[src/rtl/fetch_unit.sv]
// Instruction fetch front end: fetch PC, one-outstanding req/ack memory port,
// and a small {pc, word} FIFO feeding the decoder, with redirect/flush support.
module fetch_unit #(
  parameter int             n        = 32,
  parameter logic [n-1:0]   RESET_PC = '0,
  parameter int             DEPTH    = 2
) (
  input  logic         clk,
  input  logic         rst,
  output logic         imem_req,
  output logic [n-1:0] imem_addr,
  input  logic         imem_ack,
  input  logic [n-1:0] imem_rdata,
  output logic [n-1:0] instr,
  output logic [n-1:0] instr_pc,
  output logic         instr_valid,
  input  logic         instr_ready,
  input  logic         PCSel,
  input  logic [n-1:0] target
);

  localparam int            AW   = $clog2(DEPTH);
  localparam logic [AW:0]   FULL = (AW+1)'(DEPTH);
  localparam logic [n-1:0]  NOP  = n'(32'h0000_0013);

  typedef enum logic [1:0] {IDLE, BUSY, DRAIN} state_t;

  state_t        state_reg, state_next;
  logic [n-1:0]  fpc_reg, fpc_next;
  logic [n-1:0]  hold_reg, hold_next;
  logic [AW:0]   count_reg, count_next;
  logic [AW-1:0] rd_ptr_reg, rd_ptr_next;
  logic [AW-1:0] wr_ptr_reg, wr_ptr_next;

  logic [n-1:0]  pc_mem   [DEPTH];
  logic [n-1:0]  word_mem [DEPTH];

  logic          push, pop;
  logic [AW:0]   post_count;
  logic [n-1:0]  target_al;

  assign target_al = {target[n-1:2], 2'b00};
  assign pop       = (count_reg != '0) && instr_ready && !PCSel;
  // Only used on the push path, where BUSY guarantees count_reg < DEPTH.
  assign post_count = count_reg + (AW+1)'(1) - (AW+1)'(pop);

  always_comb begin
    state_next = state_reg;
    fpc_next   = fpc_reg;
    hold_next  = hold_reg;
    push       = 1'b0;
    case (state_reg)
      IDLE: begin
        if (PCSel)                 fpc_next   = target_al;
        else if (count_reg < FULL) state_next = BUSY;
      end
      BUSY: begin
        if (PCSel) begin
          fpc_next = target_al;
          if (imem_ack) begin
            state_next = IDLE;
          end else begin
            state_next = DRAIN;
            hold_next  = fpc_reg;
          end
        end else if (imem_ack) begin
          push       = 1'b1;
          fpc_next   = fpc_reg + n'(4);
          state_next = (post_count < FULL) ? BUSY : IDLE;
        end
      end
      DRAIN: begin
        // The aborted address stays on imem_addr; fpc already holds the target.
        if (PCSel)    fpc_next   = target_al;
        if (imem_ack) state_next = IDLE;
      end
      default: state_next = IDLE;
    endcase
  end

  always_comb begin
    count_next  = count_reg;
    rd_ptr_next = rd_ptr_reg;
    wr_ptr_next = wr_ptr_reg;
    if (PCSel) begin
      count_next  = '0;
      rd_ptr_next = '0;
      wr_ptr_next = '0;
    end else begin
      count_next = count_reg + (AW+1)'(push) - (AW+1)'(pop);
      if (push) wr_ptr_next = wr_ptr_reg + AW'(1);
      if (pop)  rd_ptr_next = rd_ptr_reg + AW'(1);
    end
  end

  always_ff @(posedge clk or posedge rst) begin
    if (rst) begin
      state_reg  <= IDLE;
      fpc_reg    <= RESET_PC;
      hold_reg   <= RESET_PC;
      count_reg  <= '0;
      rd_ptr_reg <= '0;
      wr_ptr_reg <= '0;
    end else begin
      state_reg  <= state_next;
      fpc_reg    <= fpc_next;
      hold_reg   <= hold_next;
      count_reg  <= count_next;
      rd_ptr_reg <= rd_ptr_next;
      wr_ptr_reg <= wr_ptr_next;
    end
  end

  always_ff @(posedge clk) begin
    if (push) begin
      pc_mem[wr_ptr_reg]   <= fpc_reg;
      word_mem[wr_ptr_reg] <= imem_rdata;
    end
  end

  assign imem_req    = (state_reg != IDLE);
  assign imem_addr   = (state_reg == DRAIN) ? hold_reg : fpc_reg;
  assign instr_valid = (count_reg != '0);
  assign instr       = instr_valid ? word_mem[rd_ptr_reg] : NOP;
  assign instr_pc    = instr_valid ? pc_mem[rd_ptr_reg]   : '0;

endmodule

[config.mk]
export PLATFORM = sky130hd
export DESIGN_NAME = fetch_unit
export DESIGN_NICKNAME = d
export VERILOG_FILES = /design/src/rtl/fetch_unit.sv
export SDC_FILE = /design/constraint.sdc
export NUM_CORES = 1
export LEC_CHECK = 0
export ABC_AREA = 0
export CORE_MARGIN = 2
export CORE_UTILIZATION = 50
export CTS_CLUSTER_SIZE = 14
export DETAILED_ROUTE_END_ITERATION = 8
export GPL_ROUTABILITY_DRIVEN = 0
export PLACE_DENSITY = 0.89
export SYNTH_ARGS = -nofsm -noshare
export SYNTH_HDL_FRONTEND = slang
export SYNTH_SLANG_ARGS = --single-unit
[constraint.sdc]
create_clock -name clk -period 8.3 [get_ports clk]
set_input_delay 2.075 -clock clk [delete_from_list [all_inputs] [get_ports clk]]
set_output_delay 2.075 -clock clk [all_outputs]
set_load 0.05 [all_outputs]
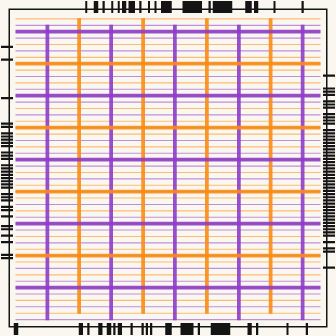
Figure 1: run 1, floorplan with the power grid.
Pins as bars on the die edge.
VSS -> purple
VDD -> orange
met1 rails = 48
met5 straps = 9
met4 straps = 9
rows = 47

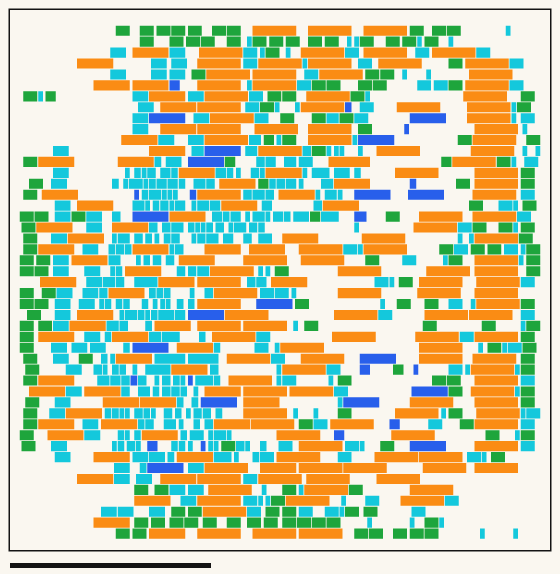
Figure 2: run 1, cell classes on the final placement.
The bar under the picture is 50 µm long.
clock drivers and dummy loads -> blue  # cells 32
other buffers and delay cells -> green  # cells 167
flops -> orange  # cells 190
combinational and other logic -> cyan  # cells 419

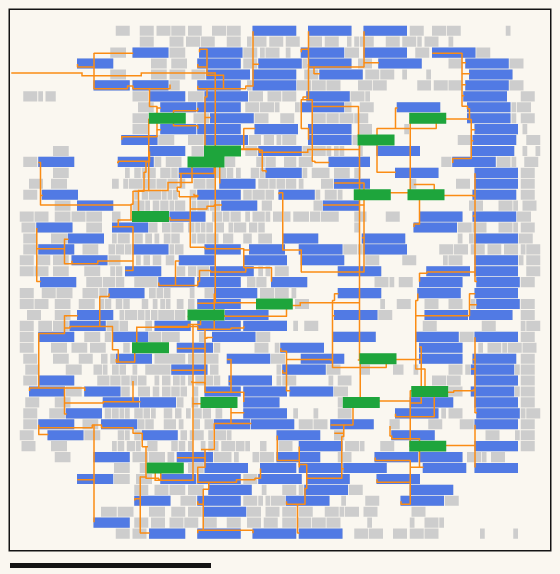
Figure 3: run 1, routed clock nets over the placement.
The bar under the picture is 50 µm long.
flip-flops -> blue  # count 190
clock wires -> orange  # length 2030 µm
clock drivers -> green  # count 17
flops lie = spread over the die
routed clock nets = 18
Clock Power: 0.714 mW
Clock Skew: 8.706 ps
clk ins delay skew pair: 430 ps

==> flow_metrics.env, run 1 <==
# implementation run metrics
export IMPL_drt_total_wl_um=18790
export IMPL_criticalPathCategory="input pin to flop"
export IMPL_die_y_um=134.4
export IMPL_drv_cap=0
export IMPL_cts_setup_buffers=0
export IMPL_syn_inst=652
export IMPL_fp_row_count=47
export IMPL_min_period_over_period_pct=62.91
export IMPL_worstPathRequired_ps=8350
export IMPL_syn_area_um2=8497
export IMPL_io_buffers=160
export IMPL_synth_top_cell_by_count="edfxtp_1"
export IMPL_synth_top_cell_area_share_pct=43.82
export IMPL_cpLargestDelayFamily="buffers and inverters"
export IMPL_rsz0062_at_grt="false"
export IMPL_grt_pass1_wl_um=29420
export IMPL_cp_slowest_cell="o21a_1"
export IMPL_regMostFlops="word_mem"
export IMPL_status="complete, no violations"
export IMPL_antenna_diode_count=0
export IMPL_min_from="hold_reg[6]$_DFFE_PP0P_"
export IMPL_yosys_area_um2=8497
export IMPL_clock_sinks=190
export IMPL_cp_num_buf_inv=2
export IMPL_cts_max_level=4
export IMPL_cts_buffers=17
export IMPL_edf_count=124
export IMPL_gr_total_overflow=0
export IMPL_p_leak_nw=3.727
export IMPL_tns_ps=0
export IMPL_ir_drop_uv=164.8
export IMPL_yosysSeqAreaShare_pct=63.26
export IMPL_postCtsHoldBufs=0
export IMPL_min_period_ps=5222
export IMPL_yosysWarnings=0
export IMPL_largest_register_ffs=64
export IMPL_cts_tree="built"
export IMPL_drt_pass1_iterations=5
export IMPL_grt_pass1_vias=5622
export IMPL_wl_per_cell_um=18.28
export IMPL_finalSetupViolCount=0
export IMPL_synth_async_reset_ratio_pct=34.74
export IMPL_coreArea_um2=16580
export IMPL_layout_drive_gt1_share_pct=11.88
export IMPL_area_leaders="edfxtp_1, dfrtp_1, mux2i_1"
export IMPL_cts_root_buffer="clkbuf_16"
export IMPL_route_vias_total=5862
export IMPL_nNetsFinal=867
export IMPL_ff_type="edfxtp_1"
export IMPL_worst_pin_slew_ps=1262
export IMPL_die_x_um=134.4
export IMPL_grt_use_total_pct=21.16
export IMPL_max_freq_mhz=191.5
export IMPL_endpoint_kind="flop"
export IMPL_p_per_area_nw_per_um2=265.3
export IMPL_yosys_stat_cells=652
export IMPL_synth_cell_types=56
export IMPL_area_growth_pct=26.79
export IMPL_cpPeakStageDelay_ps=950
export IMPL_viasPerCell=5.702
export IMPL_dp_hpwl_um=12060
export IMPL_crit_chain="clkdlybuf4s50_1, o21a_1, nand2_1, nor2_4, buf_4"
export IMPL_antenna_found_initial=0
export IMPL_ioPinCount=167
export IMPL_die_area_um2=18050
export IMPL_crit_fanout=62
export IMPL_r2r_start="state_reg[0]$_DFFE_PP0P_"
export IMPL_start_kind="input pin"
export IMPL_initCoreUtil_pct=51.24
export IMPL_finalPower_mw=2.858
export IMPL_clk_pin_slew_ps=70
export IMPL_syn_avg_cell_area_um2=13.03
export IMPL_warning_count=28
export IMPL_final_antenna_net_count=0
export IMPL_cp_arrival_ps=5270
export IMPL_slew_violations=0
export IMPL_grt_max_degree=67
export IMPL_drc_errors=0
export IMPL_drtIter0Drc=616
export IMPL_common_cells="edfxtp_1, nor2_1, dfrtp_1, mux2i_1, mux2_2"
export IMPL_crit_start="PCSel"
==> run 1: report_power, final <==
| part | switching (mW) | internal (mW) |
|---|---|---|
| clock network | 0.336 | 0.378 |
| logic | 0.519 | 0.328 |
| registers | 0.146 | 1.15 |
==> run 1: layout make-up <==
cell class / count / area (µm²)
Tap cell: 220 / 275.3
Inverter: 4 / 15.01
Fill cell: 1211 / 5811
Timing Repair Buffer: 167 / 1654
Clock inverter: 12 / 73.82
Multi-Input combinational cell: 415 / 2939
Sequential cell: 190 / 5379
Clock buffer: 20 / 436.7
==> run 1: kinds of logic after synthesis <==
logic type,count (synthesis),synth area share [%]
and+or+nand+nor,198,11.69
DFF,190,63.26
muxes,123,15.37
AOI/OAI and AO/OA,84,6.303
buffers and inverters,50,2.577
adders and majority gates,3,0.4418
xor gates and xnor gates,3,0.3093
other,1,0.04413
==> run 1: worst paths after layout <==
check                           cells after the start  slack [ps]                        to
worst min register to register                      1         480   hold_reg[6]$_DFFE_PP0P_
max in group asynchronous                           3        5410    rd_ptr_reg$_DFFE_PP0P_
worst min-delay path                                1         480   hold_reg[6]$_DFFE_PP0P_
worst max-delay path                                5        3080   pc_mem[0][13]$_DFFE_PP_
min in group asynchronous                           3        2210  hold_reg[24]$_DFFE_PP0P_
worst max register to register                      5        4950   pc_mem[0][13]$_DFFE_PP_
==> run 1: placed cells by master (no fill, tap or decap), types with 6 or more instances in the layout <==
cell	instances
clkdlybuf4s50_1	160
dfrtp_1	65
mux2_2	45
nand4_1	12
o21ai_1	6
o21ai_0	10
and3_1	6
buf_4	7
mux2i_1	63
a21oi_1	27
nand3_1	20
nand2_1	33
edfxtp_1	124
nor2_1	87
mux2_1	15
clkbuf_16	17
==> run 1: layer usage <==
layer	share of wire (%)	GRT usage, %	up-vias
li1	-	-	2709
met1	42	28.23	2862
met2	49	34.47	265
met3	6.8	4.649	26
met4	1.9	7.427	0
met5	0	0	-
==> run 1: per-stage QoR <==
stage | utilization, % | instances | hold WS, ps | area, µm² | setup WS (ps)
floorplan | - | 655 | 436.8 | 8508 | 2481
global placement | 61.88 | 996 | 463.0 | 10260 | 2724
detailed placement | 61.88 | 996 | 470.8 | 10260 | 2680
CTS | 64.96 | 1028 | 485.7 | 10770 | 3089
global route | 64.96 | 1028 | 508.4 | 10770 | 2772
finish | 64.96 | 1028 | 482.3 | 10770 | 3078
Figure 4. The clock network (run 1).
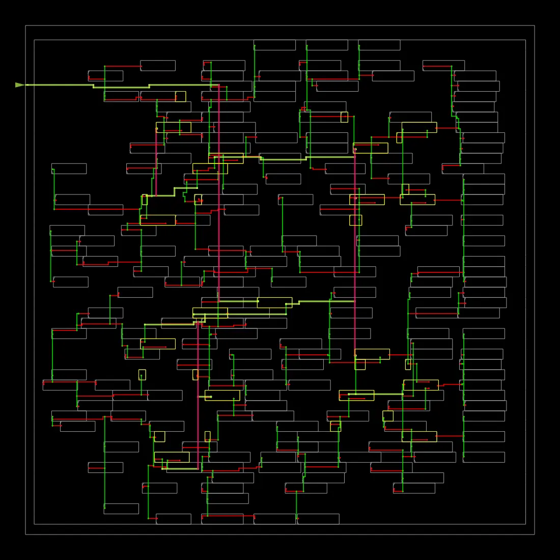

## Run 2: what changed since run 1
--- a/config.mk
+++ b/config.mk
@@ -7,11 +7,11 @@
 export LEC_CHECK = 0
 export ABC_AREA = 0
 export CORE_MARGIN = 2
-export CORE_UTILIZATION = 50
+export CORE_UTILIZATION = 47
 export CTS_CLUSTER_SIZE = 14
 export DETAILED_ROUTE_END_ITERATION = 8
 export GPL_ROUTABILITY_DRIVEN = 0
-export PLACE_DENSITY = 0.89
+export PLACE_DENSITY = 0.88
 export SYNTH_ARGS = -nofsm -noshare
 export SYNTH_HDL_FRONTEND = slang
 export SYNTH_SLANG_ARGS = --single-unit
==> constraint.sdc (replaced) <==
create_clock -name clk -period 4.5 [get_ports clk]
set_input_delay 1.125 -clock clk [delete_from_list [all_inputs] [get_ports clk]]
set_output_delay 1.125 -clock clk [all_outputs]
set_load 0.05 [all_outputs]
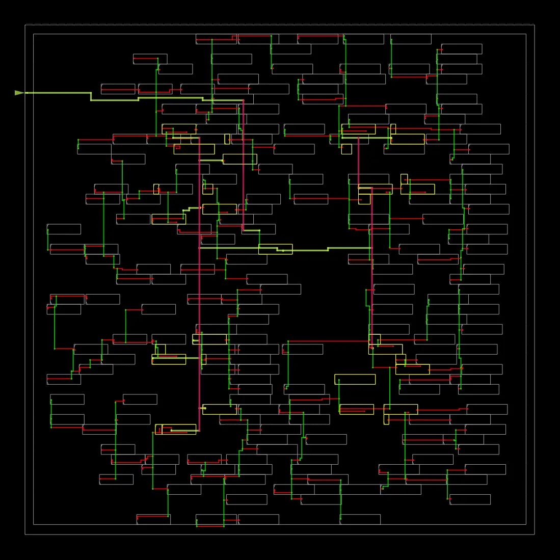
Figure 5: run 2, the clock network.
CTS Buf Count: 17
Clock Power: 1.44 mW

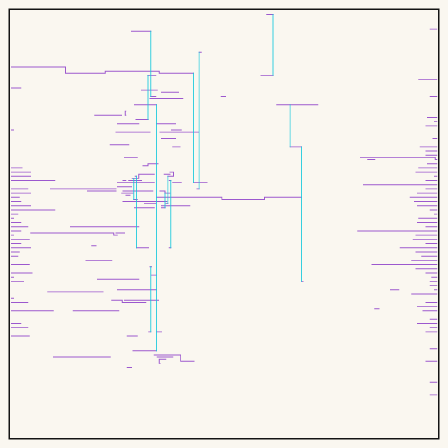
Figure 6: run 2, signal wires by layer.
Two of the layers only.
metal 4 -> cyan  # wire length 358 µm
metal 3 -> purple  # wire length 1060 µm

==> flow_metrics.env, run 2 <==
# implementation run metrics
export IMPL_status="complete, no violations"
export IMPL_synth_cell_types=56
export IMPL_worstRegToRegCells=5
export IMPL_layout_drive_gt1_share_pct=12.64
export IMPL_hold_path_class="flop to flop"
export IMPL_yosys_area_um2=8497
export IMPL_utilization_pct=61.31
export IMPL_syn_inst=652
export IMPL_p_per_area_nw_per_um2=494.6
export IMPL_drv_cap=0
export IMPL_holdPathStages=1
export IMPL_crit_fanout=43
export IMPL_synth_top_cell_area_share_pct=43.82
export IMPL_r2r_slack_ps=2040
export IMPL_ff_type="edfxtp_1"
export IMPL_most_common_layout_cells="clkdlybuf4s50_1, edfxtp_1, nor2_1, dfrtp_1, mux2i_1"
export IMPL_coreArea_um2=17840
export IMPL_largest_register_ffs=64
export IMPL_worstPathRequired_ps=3380
export IMPL_syn_area_um2=8497
export IMPL_clock_sinks=190
export IMPL_antenna_found_initial=0
export IMPL_ir_drop_uv=267.5
export IMPL_io_buffers=160
export IMPL_die_area_um2=19170
export IMPL_yosysWarnings=0
export IMPL_final_antenna_net_count=0
export IMPL_finalSetupViolCount=0
export IMPL_endpoint_kind="output pin"
export IMPL_cp_arrival_ps=2800
export IMPL_top_area_cell="edfxtp_1"
export IMPL_initCoreUtil_pct=47.63
export IMPL_tns_ps=0
export IMPL_route_vias_total=5878
export IMPL_cts_root_buffer="clkbuf_16"
export IMPL_clk_latency_ps=420
export IMPL_rsz0062_at_grt="false"
export IMPL_grt_max_degree=51
export IMPL_cts_setup_buffers=0
export IMPL_synth_async_reset_ratio_pct=34.74
export IMPL_start_kind="flop"
export IMPL_die_x_um=138.5
export IMPL_grt_pass1_wl_um=30570
export IMPL_die_y_um=138.5
export IMPL_min_period_over_period_pct=87.25
export IMPL_gr_total_overflow=0
export IMPL_postCtsResizedCells=0
export IMPL_fin_worst_skew_ps=10.33
export IMPL_min_period_ps=3926
export IMPL_max_freq_mhz=254.7
export IMPL_edf_count=124
export IMPL_drt_pass1_iterations=5
export IMPL_drt_total_wl_um=18920
export IMPL_r2r_end="word_mem[1][10]$_DFFE_PP_"
export IMPL_top_regs="word_mem x64, pc_mem x60"
export IMPL_dp_hpwl_um=12640
export IMPL_viasPerCell=5.630
export IMPL_grt_pass1_vias=5750
export IMPL_r2r_start="state_reg[0]$_DFFE_PP0P_"
export IMPL_criticalPathCategory="flop to output pin"
export IMPL_drtIter0Drc=545
export IMPL_yosysSeqAreaShare_pct=63.26
export IMPL_relSlewSlack_pct=46.59
export IMPL_wl_per_cell_um=18.12
export IMPL_postCtsHoldBufs=0
export IMPL_synth_top_cell_by_count="edfxtp_1"
export IMPL_area_leaders="edfxtp_1, dfrtp_1, mux2i_1"
export IMPL_finalPower_mw=5.410
export IMPL_p_leak_nw=3.803
export IMPL_common_cells="edfxtp_1, nor2_1, dfrtp_1, mux2i_1, mux2_2"
export IMPL_syn_avg_cell_area_um2=13.03
export IMPL_numSynthFlops=190
export IMPL_ioPinCount=167
export IMPL_cts_buffer_depth=2
export IMPL_min_to="hold_reg[4]$_DFFE_PP0P_"
export IMPL_mostFrequentLayoutCell="clkdlybuf4s50_1"
export IMPL_clk_pin_slew_ps=70
export IMPL_cts_max_level=4
export IMPL_nNetsFinal=874
export IMPL_grt_use_total_pct=20.00
export IMPL_fp_row_count=49
export IMPL_min_from="hold_reg[4]$_DFFE_PP0P_"
export IMPL_yosys_stat_cells=652
export IMPL_hold_viol_final=0
export IMPL_area_growth_pct=28.73
export IMPL_drc_errors=0
export IMPL_worst_pin_slew_ps=801.1
export IMPL_warning_count=28
export IMPL_slew_violations=0
export IMPL_regMostFlops="word_mem"
export IMPL_antenna_diode_count=0
export IMPL_cts_tree="built"
-- run 2: cell counts after synthesis --
Identical to the previous run, type by type.
-- run 2: layout make-up --
cell class,instances,area (µm²)
Clock buffer,22,444.2
Clock inverter,10,117.6
Fill cell,1366,6903
Inverter,4,15.01
Multi-Input combinational cell,415,2939
Sequential cell,190,5379
Tap cell,229,286.5
Timing Repair Buffer,174,1757
-- run 2: cell families (layout without fill, tap and decap cells) --
logic type,Yosys count,count (layout),synth area share (%)
other,1,4,0.04413
adders and majority gates,3,3,0.4418
DFF,190,190,63.26
and+or+nand+nor,198,198,11.69
AOI/OAI and AO/OA,84,84,6.303
muxes,123,123,15.37
buffers and inverters,50,210,2.577
xor gates and xnor gates,3,3,0.3093
-- run 2: how the worst max path moves through the flow --
stage | cells past startpoint | endpoint | startpoint | slack, ps
2_1_floorplan | 6 | pc_mem[1][10]$_DFFE_PP_ | PCSel | 440
6_report | 4 | instr[10] | rd_ptr_reg$_DFFE_PP0P_ | 570
5_1_grt | 4 | instr[10] | rd_ptr_reg$_DFFE_PP0P_ | 420
3_5_place_dp | 6 | word_mem[1][9]$_DFFE_PP_ | imem_ack | 900
4_1_cts | 4 | instr[10] | rd_ptr_reg$_DFFE_PP0P_ | 560
3_3_place_gp | 6 | word_mem[1][3]$_DFFE_PP_ | imem_ack | 970
-- run 2: metrics by stage --
stage | hold slack (ps) | setup WS (ps) | cells | instance area (µm²)
5_1_grt | 499.0 | 420.0 | 1044 | 10940
6_report | 488.1 | 573.8 | 1044 | 10940
3_3_place_gp | 463.0 | 965.6 | 1012 | 10380
2_1_floorplan | 436.8 | 443.6 | 655 | 8511
3_5_place_dp | 473.5 | 896.9 | 1012 | 10380
4_1_cts | 488.6 | 556.0 | 1044 | 10940
-- run 2: where the power goes --
group / leakage [nW] / internal [mW] / switching [mW]
registers: 1.89 / 2.12 / 0.263
clock network: 0.261 / 0.819 / 0.624
logic: 1.65 / 0.616 / 0.966
-- run 2: worst max-delay path, cell delays in order, from the launching register on --
cell and delay (ps):
dfrtp_4 920, buf_4 350, mux2i_1 100, nor2_1 130, clkdlybuf4s50_1 830
-- run 2: metal layers --
metal | wire length, µm | part of all wire (%) | GRT usage, %
met1 | 8437 | 45 | 27.79
met4 | 357 | 1.9 | 6.767
met5 | 0 | 0 | 0
met2 | 9061 | 48 | 32.05
met3 | 1059 | 5.6 | 3.672
Figure 7. Routed clock nets over the placement (run 2).
The bar under the picture is 50 µm long.
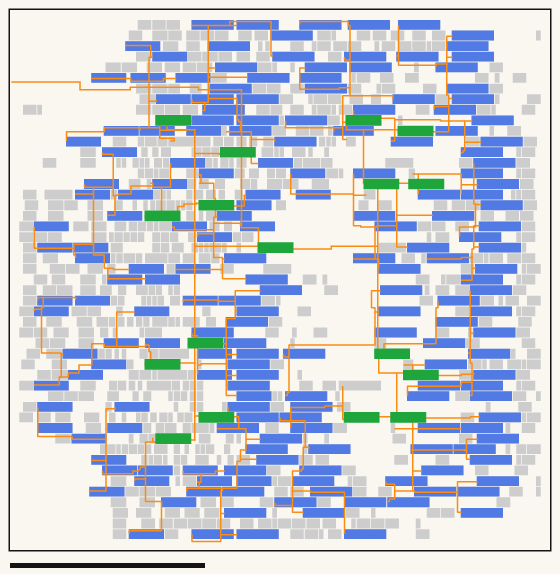

## Run 3: what changed since run 2
--- a/config.mk
+++ b/config.mk
@@ -11,7 +11,8 @@
 export CTS_CLUSTER_SIZE = 14
 export DETAILED_ROUTE_END_ITERATION = 8
 export GPL_ROUTABILITY_DRIVEN = 0
-export PLACE_DENSITY = 0.88
+export MAX_ROUTING_LAYER = met4
+export PLACE_DENSITY = 0.77
 export SYNTH_ARGS = -nofsm -noshare
 export SYNTH_HDL_FRONTEND = slang
 export SYNTH_SLANG_ARGS = --single-unit
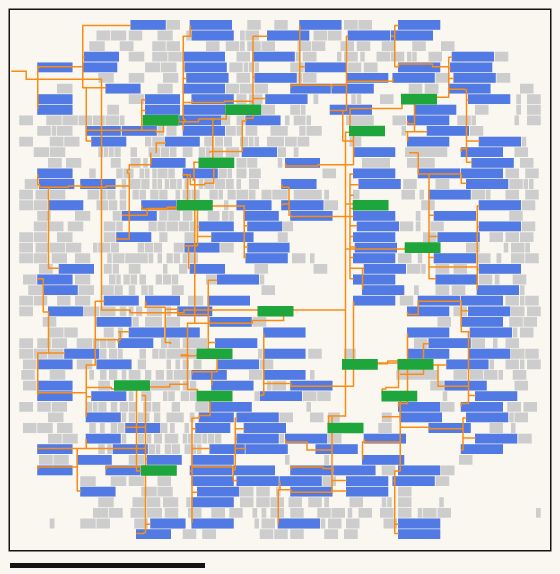
Figure 8: run 3, routed clock nets over the placement.
The bar under the picture is 50 µm long.
flip-flops -> blue  # count 190
clock wires -> orange  # length 2000 µm
clock drivers -> green  # count 17
flops lie = spread over the die
routed clock nets = 18

==> flow_metrics.env, run 3 <==
# implementation run metrics
export IMPL_seq_area_um2=5379
export IMPL_warning_count=28
export IMPL_layout_drive_gt1_share_pct=12.78
export IMPL_mostFrequentLayoutCell="clkdlybuf4s50_1"
export IMPL_dp_slack_ps=989.4
export IMPL_regMostFlops="word_mem"
export IMPL_synth_async_reset_ratio_pct=34.74
export IMPL_holdPathStages=1
export IMPL_worstPathRequired_ps=3380
export IMPL_io_buffers=160
export IMPL_grt_pass1_vias=5913
export IMPL_numSynthFlops=190
export IMPL_die_y_um=138.5
export IMPL_most_common_layout_cells="clkdlybuf4s50_1, edfxtp_1, nor2_1, dfrtp_1, mux2i_1"
export IMPL_hold_path_class="flop to flop"
export IMPL_common_cells="edfxtp_1, nor2_1, dfrtp_1, mux2i_1, mux2_2"
export IMPL_setup_ws_ps=731.4
export IMPL_worst_pin_slew_ps=881.3
export IMPL_grt_pass1_wl_um=30570
export IMPL_start_kind="flop"
export IMPL_n_fill_cell=1371
export IMPL_ff_type="edfxtp_1"
export IMPL_ir_drop_uv=267.4
export IMPL_min_to="hold_reg[13]$_DFFE_PP0P_"
export IMPL_slew_violations=0
export IMPL_finalSetupViolCount=0
export IMPL_antenna_diode_count=0
export IMPL_postCtsHoldBufs=0
export IMPL_rsz0062_at_grt="false"
export IMPL_p_leak_nw=3.807
export IMPL_r2r_start="state_reg[0]$_DFFE_PP0P_"
export IMPL_min_from="hold_reg[13]$_DFFE_PP0P_"
export IMPL_syn_area_um2=8497
export IMPL_hold_viol_final=0
export IMPL_cp_arrival_ps=2640
export IMPL_area_growth_pct=28.77
export IMPL_cts_setup_buffers=0
export IMPL_die_area_um2=19170
export IMPL_cts_root_buffer="clkbuf_16"
export IMPL_endpoint_kind="output pin"
export IMPL_p_per_area_nw_per_um2=496.0
export IMPL_status="complete, no violations"
export IMPL_ioPinCount=167
export IMPL_r2r_end="word_mem[1][31]$_DFFE_PP_"
export IMPL_route_vias_total=5919
export IMPL_clk_pin_slew_ps=70
export IMPL_worstRegToRegCells=5
export IMPL_drt_total_wl_um=18940
export IMPL_die_x_um=138.5
export IMPL_initCoreUtil_pct=47.63
export IMPL_top_regs="word_mem x64, pc_mem x60"
export IMPL_top_area_cell="edfxtp_1"
export IMPL_yosysSeqAreaShare_pct=63.26
export IMPL_edf_count=124
export IMPL_min_period_ps=3769
export IMPL_drtIter0Drc=399
export IMPL_synth_top_cell_area_share_pct=43.82
export IMPL_logic_area_um2=2939
export IMPL_synth_top_cell_by_count="edfxtp_1"
export IMPL_antenna_found_initial=0
export IMPL_max_freq_mhz=265.4
export IMPL_criticalPathCategory="flop to output pin"
export IMPL_relSlewSlack_pct=41.24
export IMPL_gr_total_overflow=0
export IMPL_cts_buffers=17
export IMPL_drv_cap=0
export IMPL_r2r_slack_ps=2100
export IMPL_grt_max_degree=51
export IMPL_yosys_area_um2=8497
export IMPL_coreArea_um2=17840
export IMPL_yosysWarnings=0
export IMPL_dp_hpwl_um=12870
export IMPL_drt_pass1_iterations=7
export IMPL_min_period_over_period_pct=83.75
export IMPL_crit_fanout=35
export IMPL_final_antenna_net_count=0
export IMPL_tns_ps=0
export IMPL_largest_register_ffs=64
export IMPL_nNetsFinal=873
export IMPL_yosys_stat_cells=652
export IMPL_viasPerCell=5.675
export IMPL_syn_inst=652
export IMPL_area_leaders="edfxtp_1, dfrtp_1, mux2i_1"
export IMPL_synth_cell_types=56
export IMPL_syn_avg_cell_area_um2=13.03
export IMPL_fp_row_count=49
export IMPL_postCtsResizedCells=0
export IMPL_wl_per_cell_um=18.16
export IMPL_cts_tree="built"
export IMPL_grt_use_total_pct=20.78
export IMPL_cts_buffer_depth=2
export IMPL_drc_errors=0
export IMPL_cts_max_level=4
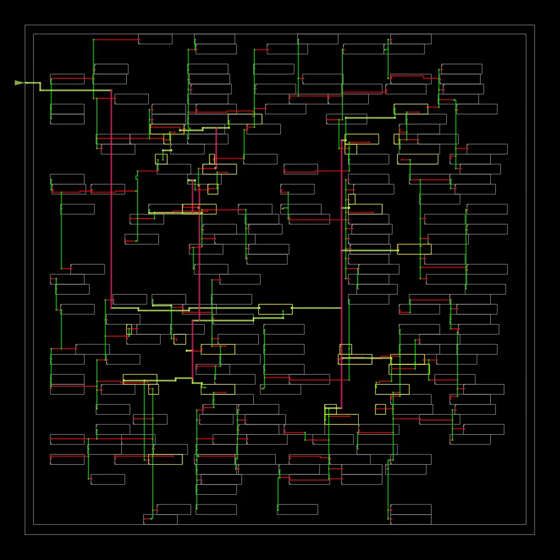
Figure 9: run 3, the clock network.
clk ins delay skew pair: 420 ps
Sink Count: 190
Clock Skew: 7.374 ps

## run 3: cells by family (layout without fill, tap and decap cells)
kind of cell / after synthesis / count (layout) / share of synthesized area [%]
AND-OR/OR-AND: 84 / 84 / 6.303
multiplexers: 123 / 123 / 15.37
other: 1 / 4 / 0.04413
flip-flops: 190 / 190 / 63.26
buffers and inverters: 50 / 209 / 2.577
adder cells (fa/ha/maj): 3 / 3 / 0.4418
AND/OR/NAND/NOR: 198 / 198 / 11.69
XOR/XNOR: 3 / 3 / 0.3093
## run 3: critical path, stage by stage, from the launching register on
cell             delay [ps]
dfrtp_4                 840
buf_12                  310
mux2i_1                 110
nor2_1                  120
clkdlybuf4s50_1         820
## run 3: how the worst max path moves through the flow
stage	from	endpoint	slack, ps	cells past startpoint
floorplan	PCSel	pc_mem[1][10]$_DFFE_PP_	440	6
global placement	imem_ack	word_mem[1][9]$_DFFE_PP_	1060	6
detailed placement	PCSel	word_mem[1][9]$_DFFE_PP_	990	6
CTS	rd_ptr_reg$_DFFE_PP0P_	instr[2]	680	4
global route	rd_ptr_reg$_DFFE_PP0P_	instr_pc[31]	590	4
finish	rd_ptr_reg$_DFFE_PP0P_	instr[2]	730	4
## run 3: area by class of cell
type | count | area share, %
timing repair buffer | 173 | 15.99
clock inverter | 13 | 1.281
clock buffer | 19 | 3.957
multi-input combinational | 415 | 26.86
sequential | 190 | 49.16
inverter | 4 | 0.1372
tap | 229 | 2.619
## run 3: metal layers
metal | track usage [%] | routed length, µm | vias to the layer above
li1 | - | - | 2711
met5 | - | 0 | -
met1 | 26.34 | 7975 | 2898
met4 | 7.304 | 365 | 0
met2 | 33.12 | 9316 | 275
met3 | 4.815 | 1280 | 35
## run 3: report_power, final
part	internal, mW	switching (mW)	total [mW]
clock network	0.821	0.635	1.46
registers	2.12	0.256	2.38
logic	0.617	0.977	1.59
total	3.56	1.87	5.43
## run 3: metrics by stage
stage | cells | util [%] | hold WS (ps) | total power, mW | area (µm²)
after floorplan | 655 | - | 436.8 | 3.457 | 8511
after global placement | 1011 | 58.12 | 464.2 | 3.951 | 10370
after detailed placement | 1011 | 58.12 | 475.0 | 4.010 | 10370
after CTS | 1043 | 61.33 | 490.6 | 5.467 | 10940
after global routing | 1043 | 61.33 | 504.9 | 5.667 | 10940
final | 1043 | 61.33 | 485.3 | 5.427 | 10940
No activity file was given, so power comes from the tool's default toggle rates.
